===== config.mk =====
export PLATFORM = sky130hd
export DESIGN_NAME = fetch_ctl_flat
export DESIGN_NICKNAME = d
export VERILOG_FILES = /design/src/rtl/fetch_ctl_if.sv /design/src/rtl/fetch_ctl.sv /design/src/flat_wrapper.sv
export SDC_FILE = /design/constraint.sdc
export NUM_CORES = 1
export LEC_CHECK = 0
export CAP_MARGIN = 40
export CORE_AREA = 5 5 109 188
export CTS_BUF_LIST = sky130_fd_sc_hd__clkbuf_16
export DETAILED_ROUTE_END_ITERATION = 8
export DIE_AREA = 0 0 114 193
export PLACE_DENSITY = 0.66
export SLEW_MARGIN = 20
export SYNTH_ARGS = -nofsm -noshare
export SYNTH_HDL_FRONTEND = slang
export SYNTH_SLANG_ARGS = --single-unit
export TNS_END_PERCENT = 5

===== constraint.sdc =====
create_clock -name clk -period 5.1 [get_ports clk]
set_clock_uncertainty 0.2 [all_clocks]
set_input_delay 1.02 -clock clk [delete_from_list [all_inputs] [get_ports clk]]
set_output_delay 1.02 -clock clk [all_outputs]
set_load 0.02 [all_outputs]

===== src/rtl/fetch_ctl_if.sv =====
// Instruction-memory request/response bus: single-outstanding request with grant,
// response delivered later on rvalid.
interface fetch_ctl_if #(
  parameter int unsigned XLEN = 32
);
  logic            req;
  logic [XLEN-1:0] addr;
  logic            gnt;
  logic            rvalid;
  logic [XLEN-1:0] rdata;

  modport master (
    output req,
    output addr,
    input  gnt,
    input  rvalid,
    input  rdata
  );

  modport slave (
    input  req,
    input  addr,
    output gnt,
    output rvalid,
    output rdata
  );
endinterface


===== src/rtl/fetch_ctl.sv =====
// RV32I fetch controller: owns the PC, issues one imem request at a time and hands
// instructions to decode through a valid/stall register backed by a one-entry skid.
module fetch_ctl #(
  parameter logic [31:0] RESET_PC = 32'h0000_0000,
  parameter int unsigned XLEN     = 32
) (
  input  logic              clk,
  input  logic              rst,
  input  logic              pc_sel,
  input  logic [XLEN-1:0]   alu_out,
  input  logic              stall,
  fetch_ctl_if.master       imem,
  output logic [XLEN-1:0]   instruction,
  output logic [XLEN-1:0]   pc,
  output logic [XLEN-1:0]   pc_plus4,
  output logic              if_valid,
  output logic              flush,
  output logic              misalign
);

  typedef enum logic [1:0] {StFetch, StWait, StHold, StDrop} state_e;

  state_e          state_q, state_d;
  logic [XLEN-1:0] fetch_pc_q, fetch_pc_d;
  logic [XLEN-1:0] instr_q, instr_d;
  logic [XLEN-1:0] pc_q, pc_d;
  logic [XLEN-1:0] skid_q, skid_d;
  logic            valid_q, valid_d;
  logic            flush_q, flush_d;
  logic            misalign_q, misalign_d;
  logic            load_ok;

  assign load_ok = !valid_q || !stall;

  always_comb begin
    state_d    = state_q;
    fetch_pc_d = fetch_pc_q;
    instr_d    = instr_q;
    pc_d       = pc_q;
    skid_d     = skid_q;
    valid_d    = valid_q;
    flush_d    = 1'b0;
    misalign_d = 1'b0;

    if (valid_q && !stall) begin
      valid_d = 1'b0;
    end

    if (pc_sel) begin
      // Redirect wins over everything; an in-flight request must still be drained in StDrop.
      fetch_pc_d = {alu_out[XLEN-1:2], 2'b00};
      valid_d    = 1'b0;
      flush_d    = 1'b1;
      misalign_d = |alu_out[1:0];
      unique case (state_q)
        StFetch: state_d = imem.gnt ? StDrop : StFetch;
        StWait:  state_d = imem.rvalid ? StFetch : StDrop;
        StHold:  state_d = StFetch;
        StDrop:  state_d = StDrop;
        default: state_d = StFetch;
      endcase
    end else begin
      unique case (state_q)
        StFetch: begin
          if (imem.gnt) begin
            state_d = StWait;
          end
        end
        StWait: begin
          if (imem.rvalid) begin
            if (load_ok) begin
              instr_d    = imem.rdata;
              pc_d       = fetch_pc_q;
              valid_d    = 1'b1;
              fetch_pc_d = fetch_pc_q + XLEN'(4);
              state_d    = StFetch;
            end else begin
              skid_d  = imem.rdata;
              state_d = StHold;
            end
          end
        end
        StHold: begin
          // fetch_pc is only advanced once the skid drains, so it is the skid entry's PC.
          if (!stall) begin
            instr_d    = skid_q;
            pc_d       = fetch_pc_q;
            valid_d    = 1'b1;
            fetch_pc_d = fetch_pc_q + XLEN'(4);
            state_d    = StFetch;
          end
        end
        StDrop: begin
          if (imem.rvalid) begin
            state_d = StFetch;
          end
        end
        default: state_d = StFetch;
      endcase
    end
  end

  always_ff @(posedge clk or posedge rst) begin
    if (rst) begin
      state_q    <= StFetch;
      fetch_pc_q <= RESET_PC;
      instr_q    <= '0;
      pc_q       <= '0;
      skid_q     <= '0;
      valid_q    <= 1'b0;
      flush_q    <= 1'b0;
      misalign_q <= 1'b0;
    end else begin
      state_q    <= state_d;
      fetch_pc_q <= fetch_pc_d;
      instr_q    <= instr_d;
      pc_q       <= pc_d;
      skid_q     <= skid_d;
      valid_q    <= valid_d;
      flush_q    <= flush_d;
      misalign_q <= misalign_d;
    end
  end

  assign imem.req    = (state_q == StFetch);
  assign imem.addr   = fetch_pc_q;
  assign instruction = instr_q;
  assign pc          = pc_q;
  assign pc_plus4    = pc_q + XLEN'(4);
  assign if_valid    = valid_q;
  assign flush       = flush_q;
  assign misalign    = misalign_q;

endmodule


===== src/flat_wrapper.sv =====
// flat-port wrapper written by rule: the top's interface ports become plain ports
module fetch_ctl_flat 
#(
  parameter logic [31:0] RESET_PC = 32'h0000_0000,
  parameter int unsigned XLEN     = 32
)
  (clk, rst, pc_sel, alu_out, stall, instruction, pc, pc_plus4, if_valid, flush, misalign, imem_req, imem_addr, imem_gnt, imem_rvalid, imem_rdata);
  fetch_ctl_if #(.XLEN(XLEN)) imem_i ();
  input  logic clk;
  input  logic rst;
  input  logic pc_sel;
  input  logic [XLEN-1:0] alu_out;
  input  logic stall;
  output logic [XLEN-1:0] instruction;
  output logic [XLEN-1:0] pc;
  output logic [XLEN-1:0] pc_plus4;
  output logic if_valid;
  output logic flush;
  output logic misalign;
  output wire logic [$bits(imem_i.req)-1:0] imem_req;
  output wire logic [$bits(imem_i.addr)-1:0] imem_addr;
  input wire logic [$bits(imem_i.gnt)-1:0] imem_gnt;
  input wire logic [$bits(imem_i.rvalid)-1:0] imem_rvalid;
  input wire logic [$bits(imem_i.rdata)-1:0] imem_rdata;
  assign imem_req = imem_i.req;
  assign imem_addr = imem_i.addr;
  assign imem_i.gnt = imem_gnt;
  assign imem_i.rvalid = imem_rvalid;
  assign imem_i.rdata = imem_rdata;
  fetch_ctl #(.RESET_PC(RESET_PC), .XLEN(XLEN)) u_core (.clk(clk), .rst(rst), .pc_sel(pc_sel), .alu_out(alu_out), .stall(stall), .imem(imem_i), .instruction(instruction), .pc(pc), .pc_plus4(pc_plus4), .if_valid(if_valid), .flush(flush), .misalign(misalign));
endmodule

**Run 1: pin placement**

Scale: 3 px per um. Pins as bars across the die edge, other pins in gray.
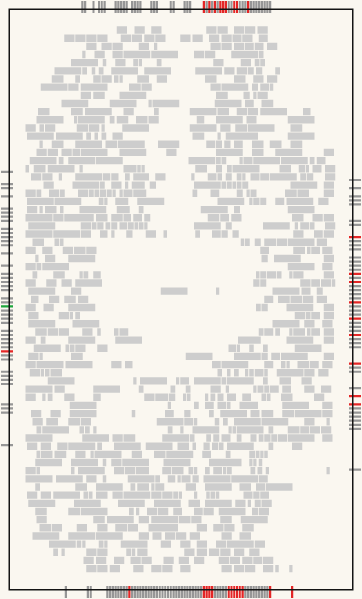
Green is misalign, pins 1, direction output, edge left. Red is imem_addr, pins 32, direction output, edge 13 bottom, 9 right, 9 top, 1 left.
All pins by edge: 64 bottom, 48 top, 47 right, 43 left.

**Run 1: port wiring**

Scale: 2 px per um.
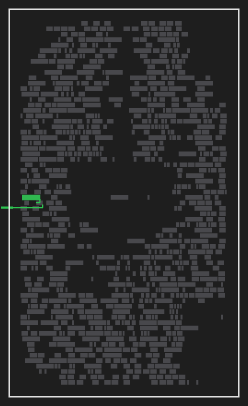
Green is misalign, bits 1, direction output, edge left, end cells 1, wire 20.9 um.
I/O pins: 202
Port Buf Inserts: 195

**Run 1: gate-type map**

Scale: 3 px per um.
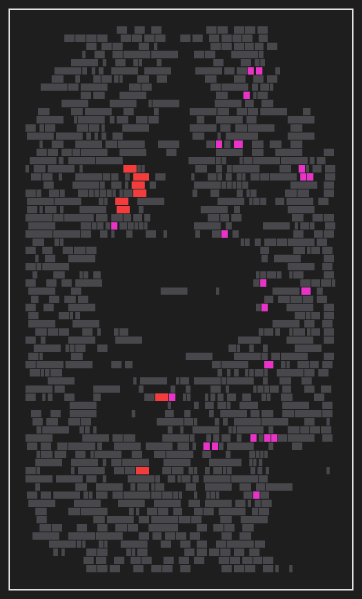
Red is adder and majority cells, cells 8, most used ha_1. Magenta is AND and OR gates, cells 21, most used and3_1.

==> run_results.csv, run 1 <==
group,metric,value,unit
outcome,outcome,"finished, final reports clean",
clock_network,clock_latency,0.42,ns
placed_design,place_ws,1.347,ns
timing,grt_setup_unrepaired,"no",
final_layout,syn_to_final_growth,43.32,%
hold_path,hold_class,"reg2reg",
final_layout,drive_gt1_share,14.71,%
clock_network,cts_buffers,17,
critical_path,cp-start-kind,"flip-flop",
global_route,grt_use_total,17.17,%
timing,worst_slack,0.9169,ns
hold_path,min-delay-start,"u_core.skid_q[13]$_DFFE_PP0P_",
logic_synthesis,synth-area-yosys,6450,um^2
global_route,overflow,0,
critical_path,r2r_slack,2.05,ns
global_route,antenna_found_initial,0,
timing,hold_viol_final,0,
critical_path,crit_arrival,2.96,ns
clock_network,tritoncts,"yes",
route,firstDrtPassIters,4,
placed_design,place.gp.congestion,0.8300,
hold_path,hold-path-cell-count,1,
placed_design,post-dp-hpwl,13910,um
clock_network,ctsHoldBuffers,0,
critical_path,crit_path_max_fanout,7,
floorplanning,dieArea,22000,um^2
final_layout,num-nets-final,868,
clock_network,clock-sinks,129,
clock_network,cts_root_buf,"clkbuf_16",
clock_network,cts_buffer_depth,2,
final_layout,lay_top_count,"clkdlybuf4s50_1",
clock_network,cts_htree_levels,4,
logic_synthesis,yosysUniqueCellTypes,37,
timing,finalCritPeriodShare,82.02,%
route,drt_iter0_drc,107,
logic_synthesis,avgSynthCellArea,10.82,um^2
logic_synthesis,synth_flop_count,129,
[run 1: cell usage after synthesis (9+ instances only)]
cell type | count | area share (%)
mux2_2 | 72 | 13
nand3_1 | 30 | 2.3
nand2_1 | 38 | 2.2
nor2_1 | 52 | 3.0
xnor2_1 | 33 | 4.5
and3_1 | 16 | 1.6
a21oi_1 | 38 | 2.9
inv_1 | 9 | 0.52
mux2i_1 | 33 | 5.1
nand4_1 | 23 | 2.2
buf_2 | 17 | 1.3
clkbuf_1 | 9 | 0.52
xor2_1 | 23 | 3.1
o21ai_0 | 23 | 1.8
dfrtp_1 | 129 | 50
[run 1: flip-flops by register name, indices dropped and copies added (netlist names)]
signal              cells
u_core.flush            1
u_core.if_valid         1
u_core.imem.addr       30
u_core.instruction     32
u_core.misalign         1
u_core.pc              30
u_core.skid_q          32
u_core.state_q          2
[run 1: final cells by class]
class                   instances  area [um^2]  area share [%]
well taps                     241        301.5           3.262
multi-input cells             426         3039           32.88
clock buffers                  17        425.4           4.602
repair buffers                206         2082           22.52
inverters                      10        42.54          0.4602
flip-flops and latches        129         3228           34.92
clock inverters                14        125.1           1.354
[run 1: logic make-up after synthesis]
kind of cell             share of synthesized area [%]
AND-OR/OR-AND                                    5.529
XOR/XNOR                                         7.604
adder cells (fa/ha/maj)                          1.552
buffers and inverters                            3.356
flip-flops                                       50.05
multiplexers                                     17.69
other                                          0.05814
AND/OR/NAND/NOR                                  14.16
[run 1: stage by stage]
stage / power, W / std cells / util, % / hold WS [ns] / instance area [um^2]
2_1_floorplan: 0.003166 / 601 / - / 0.2805 / 6469
3_3_place_gp: 0.004300 / 1009 / 45.76 / 0.2885 / 8631
3_5_place_dp: 0.004339 / 1010 / 45.90 / 0.2955 / 8658
4_1_cts: 0.005524 / 1041 / 48.82 / 0.3080 / 9209
5_1_grt: 0.005773 / 1043 / 49.01 / 0.3204 / 9244
6_report: 0.005447 / 1043 / 49.01 / 0.3029 / 9244
[run 1: metal layers]
| metal | GRT usage (%) | part of all wire [%] | wire length, um | up-vias |
|---|---|---|---|---|
| met5 | 0 | 0 | 0 | - |
| met4 | 8.002 | 3.0 | 562 | 0 |
| li1 | - | - | - | 2464 |
| met3 | 3.935 | 5.3 | 973 | 34 |
| met1 | 17.72 | 35 | 6428 | 2531 |
| met2 | 32.33 | 57 | 10480 | 155 |
[run 1: how the worst max path moves through the flow]
stage | to | from | slack, ns | cells past startpoint
6_report | pc_plus4[30] | u_core.pc[5]$_DFFE_PP0P_ | 0.92 | 6
5_1_grt | pc_plus4[20] | u_core.pc[5]$_DFFE_PP0P_ | 0.72 | 6
4_1_cts | pc_plus4[30] | u_core.pc[5]$_DFFE_PP0P_ | 0.88 | 6
3_5_place_dp | pc_plus4[26] | u_core.pc[5]$_DFFE_PP0P_ | 1.35 | 6
3_3_place_gp | pc_plus4[20] | u_core.pc[5]$_DFFE_PP0P_ | 1.35 | 6
2_1_floorplan | u_core.flush$_DFF_PP0_ | rst | 0.44 | 1
[run 1: power breakdown]
part | internal [W] | switching, W
registers | 0.00144 | 0.000363
clock network | 0.000704 | 0.000448
logic | 0.00126 | 0.00123
total | 0.00340 | 0.00204
==> run 2, diff against run 1 <==
- clock period: 5.1 -> 4.11 ns (I/O delays scaled with it)
==> run_results.csv, run 2 <==
group,metric,value,unit
clock_network,clock_latency,0.42,ns
route,dr_wl_met3,965,um
clock_network,clock-sinks,129,
critical_path,end_kind,"output port",
route,dr.max_layer_used,"met4",
logic_synthesis,avgSynthCellArea,10.82,um^2
final_layout,syn_to_final_growth,44.03,%
logic_synthesis,synth-seq-area-share,50.05,%
critical_path,crit_path_max_fanout,7,
logic_synthesis,synth_top_cell_by_count,"dfrtp_1",
logic_synthesis,top_area_share,50.05,%
global_route,grt_use_total,17.31,%
placed_design,post-dp-hpwl,14070,um
route,wl,18760,um
route,wl_met2,10760,um
logic_synthesis,ys_sh_mux,17.69,%
final_layout,num-nets-final,869,
placed_design,place.gp.congestion,0.8197,
timing,hold_viol_final,0,
timing,hold_ws,0.3046,ns
logic_synthesis,synth-xor-area-share,7.604,%
global_route,grt_pass1_wl,29280,um
logic_synthesis,yosysUniqueCellTypes,37,
route,wl_met1,6576,um
logic_synthesis,synthTopCellsByCount,"129 x dfrtp_1, 72 x mux2_2, 52 x nor2_1, 38 x a21oi_1, 38 x nand2_1",
logic_synthesis,logic_family,"multiplexers",
logic_synthesis,compound_area_share,5.529,%
outcome,outcome,"finished, final reports clean",
floorplanning,core_area,18860,um^2
route,drt_iter0_drc,136,
critical_path,cp-start-kind,"flip-flop",
final_layout,fin_util,49.25,%
logic_synthesis,synth_flop_count,129,
final_layout,lay_top_count,"clkdlybuf4s50_1",
clock_network,cts_buffers,17,
clock_network,cts_htree_levels,4,
final_layout,drive_gt1_share,15.42,%
logic_synthesis,simple_gate_area_share,14.16,%
floorplanning,design.portCount,202,
critical_path,crit_arrival,2.79,ns
timing,slew_viol_final,0,
route,firstDrtPassIters,5,
floorplanning,dieArea,22000,um^2
clock_network,ctsHoldBuffers,0,
logic_synthesis,yosysTopAreaCell,"dfrtp_1",
timing,grt_setup_unrepaired,"no",
logic_synthesis,topCellsByArea,"dfrtp_1 50%, mux2_2 13%, mux2i_1 5.1%",
hold_path,hold_class,"reg2reg",
global_route,overflow,0,
global_route,antenna_found_initial,0,
logic_synthesis,fa_ha_area_share,1.552,%
placed_design,port_buffers,195,
clock_network,cts_buffer_depth,2,
clock_network,cts_root_buf,"clkbuf_16",
clock_network,tritoncts,"yes",
timing,finalCritPeriodShare,92.76,%
logic_synthesis,synth-area-yosys,6450,um^2
timing,worst_pin_slew,0.8803,ns
-- run 2: per-layer routing --
metal  GRT usage [%]  vias to the layer above
li1                -                     2470
met1           17.88                     2534
met2           32.72                      144
met3           4.060                       26
met4           7.636                        0
met5               0                        -
-- run 2: logic make-up (layout without fill, tap and decap cells) --
kind of cell,after synthesis,in the layout
other cells,1,6
xor+xnor,56,56
buf+inv,46,249
flops,129,129
fa+ha+maj,8,8
compound gates,68,68
mux,105,105
simple gates,183,183
-- run 2: where the power goes --
part,switching [W],internal [W]
sequential,0.000460,0.00178
clock,0.000597,0.000885
combinational,0.00154,0.00156
total,0.00259,0.00423
-- run 2: path summary, 6_finish.rpt --
| path | start | to | slack (ns) | depth (start not counted) |
|---|---|---|---|---|
| worst max-delay path | u_core.pc[5]$_DFFE_PP0P_ | pc_plus4[30] | 0.30 | 6 |
| worst min-delay path | u_core.skid_q[29]$_DFFE_PP0P_ | u_core.skid_q[29]$_DFFE_PP0P_ | 0.30 | 1 |
| worst max register to register | u_core.state_q[0]$_DFFE_PP0P_ | u_core.imem.addr[10]$_DFFE_PP0P_ | 1.13 | 8 |
| worst min register to register | u_core.skid_q[29]$_DFFE_PP0P_ | u_core.skid_q[29]$_DFFE_PP0P_ | 0.30 | 1 |
| max in group asynchronous | rst | u_core.instruction[31]$_DFFE_PP0P_ | 2.59 | 4 |
| min in group asynchronous | rst | u_core.instruction[8]$_DFFE_PP0P_ | 0.47 | 2 |
-- run 2: layout make-up --
type / count / area (um^2) / area share, %
Timing Repair Buffer: 207 / 2100 / 22.60
Inverter: 10 / 41.29 / 0.4444
Clock buffer: 17 / 425.4 / 4.579
Tap cell: 241 / 301.5 / 3.246
Clock inverter: 15 / 145.1 / 1.562
Multi-Input combinational cell: 426 / 3049 / 32.82
Sequential cell: 129 / 3228 / 34.75
-- run 2: worst max-delay path, delay by kind of cell, from the launching register on --
kind          cells  cell delay (ns)
simple gates      4             1.12
xor+xnor          1             0.17
flops             1             0.45
buf+inv           1             0.63
-- run 2: per-stage QoR --
step / setup WS (ns) / cells / total power [W] / instance area (um^2)
2_1_floorplan: 1.158 / 601 / 0.003929 / 6472
3_3_place_gp: 0.5653 / 1012 / 0.005356 / 8690
3_5_place_dp: 0.4883 / 1012 / 0.005401 / 8690
4_1_cts: 0.02744 / 1044 / 0.006917 / 9260
5_1_grt: 0.03935 / 1045 / 0.007237 / 9290
6_report: 0.2976 / 1045 / 0.006826 / 9290
-- run 2: timing repair --
action | in CTS | in global routing
gates resized | 0 | 3
setup endpoints to repair | 0 | 7
buffers inserted | 0 | 0
**Run 2: gate-type map**

Scale: 3 px per um.
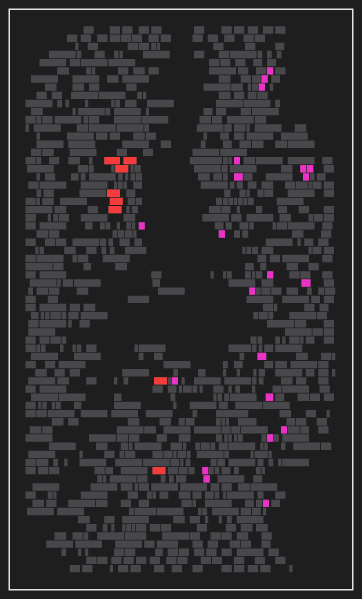
Magenta is AND and OR gates, cells 21, most used and3_1. Red is adder and majority cells, cells 8, most used ha_1.

**Run 2: cell placement**

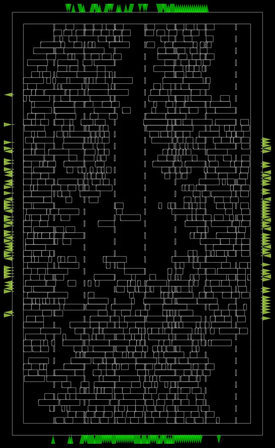
Seq area share: 34.75%
num sequential: 129
fin cells: 1045
Rows: 67
# Taps: 241

**Run 2: port wiring**

Scale: 2 px per um.
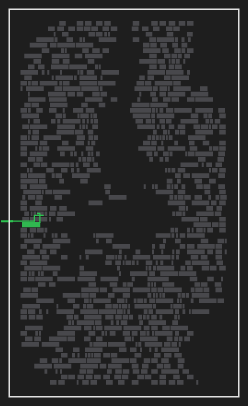
Green is misalign, bits 1, direction output, edge left, end cells 1, wire 25.4 um.

No activity file was given, so power comes from the tool's default toggle rates.
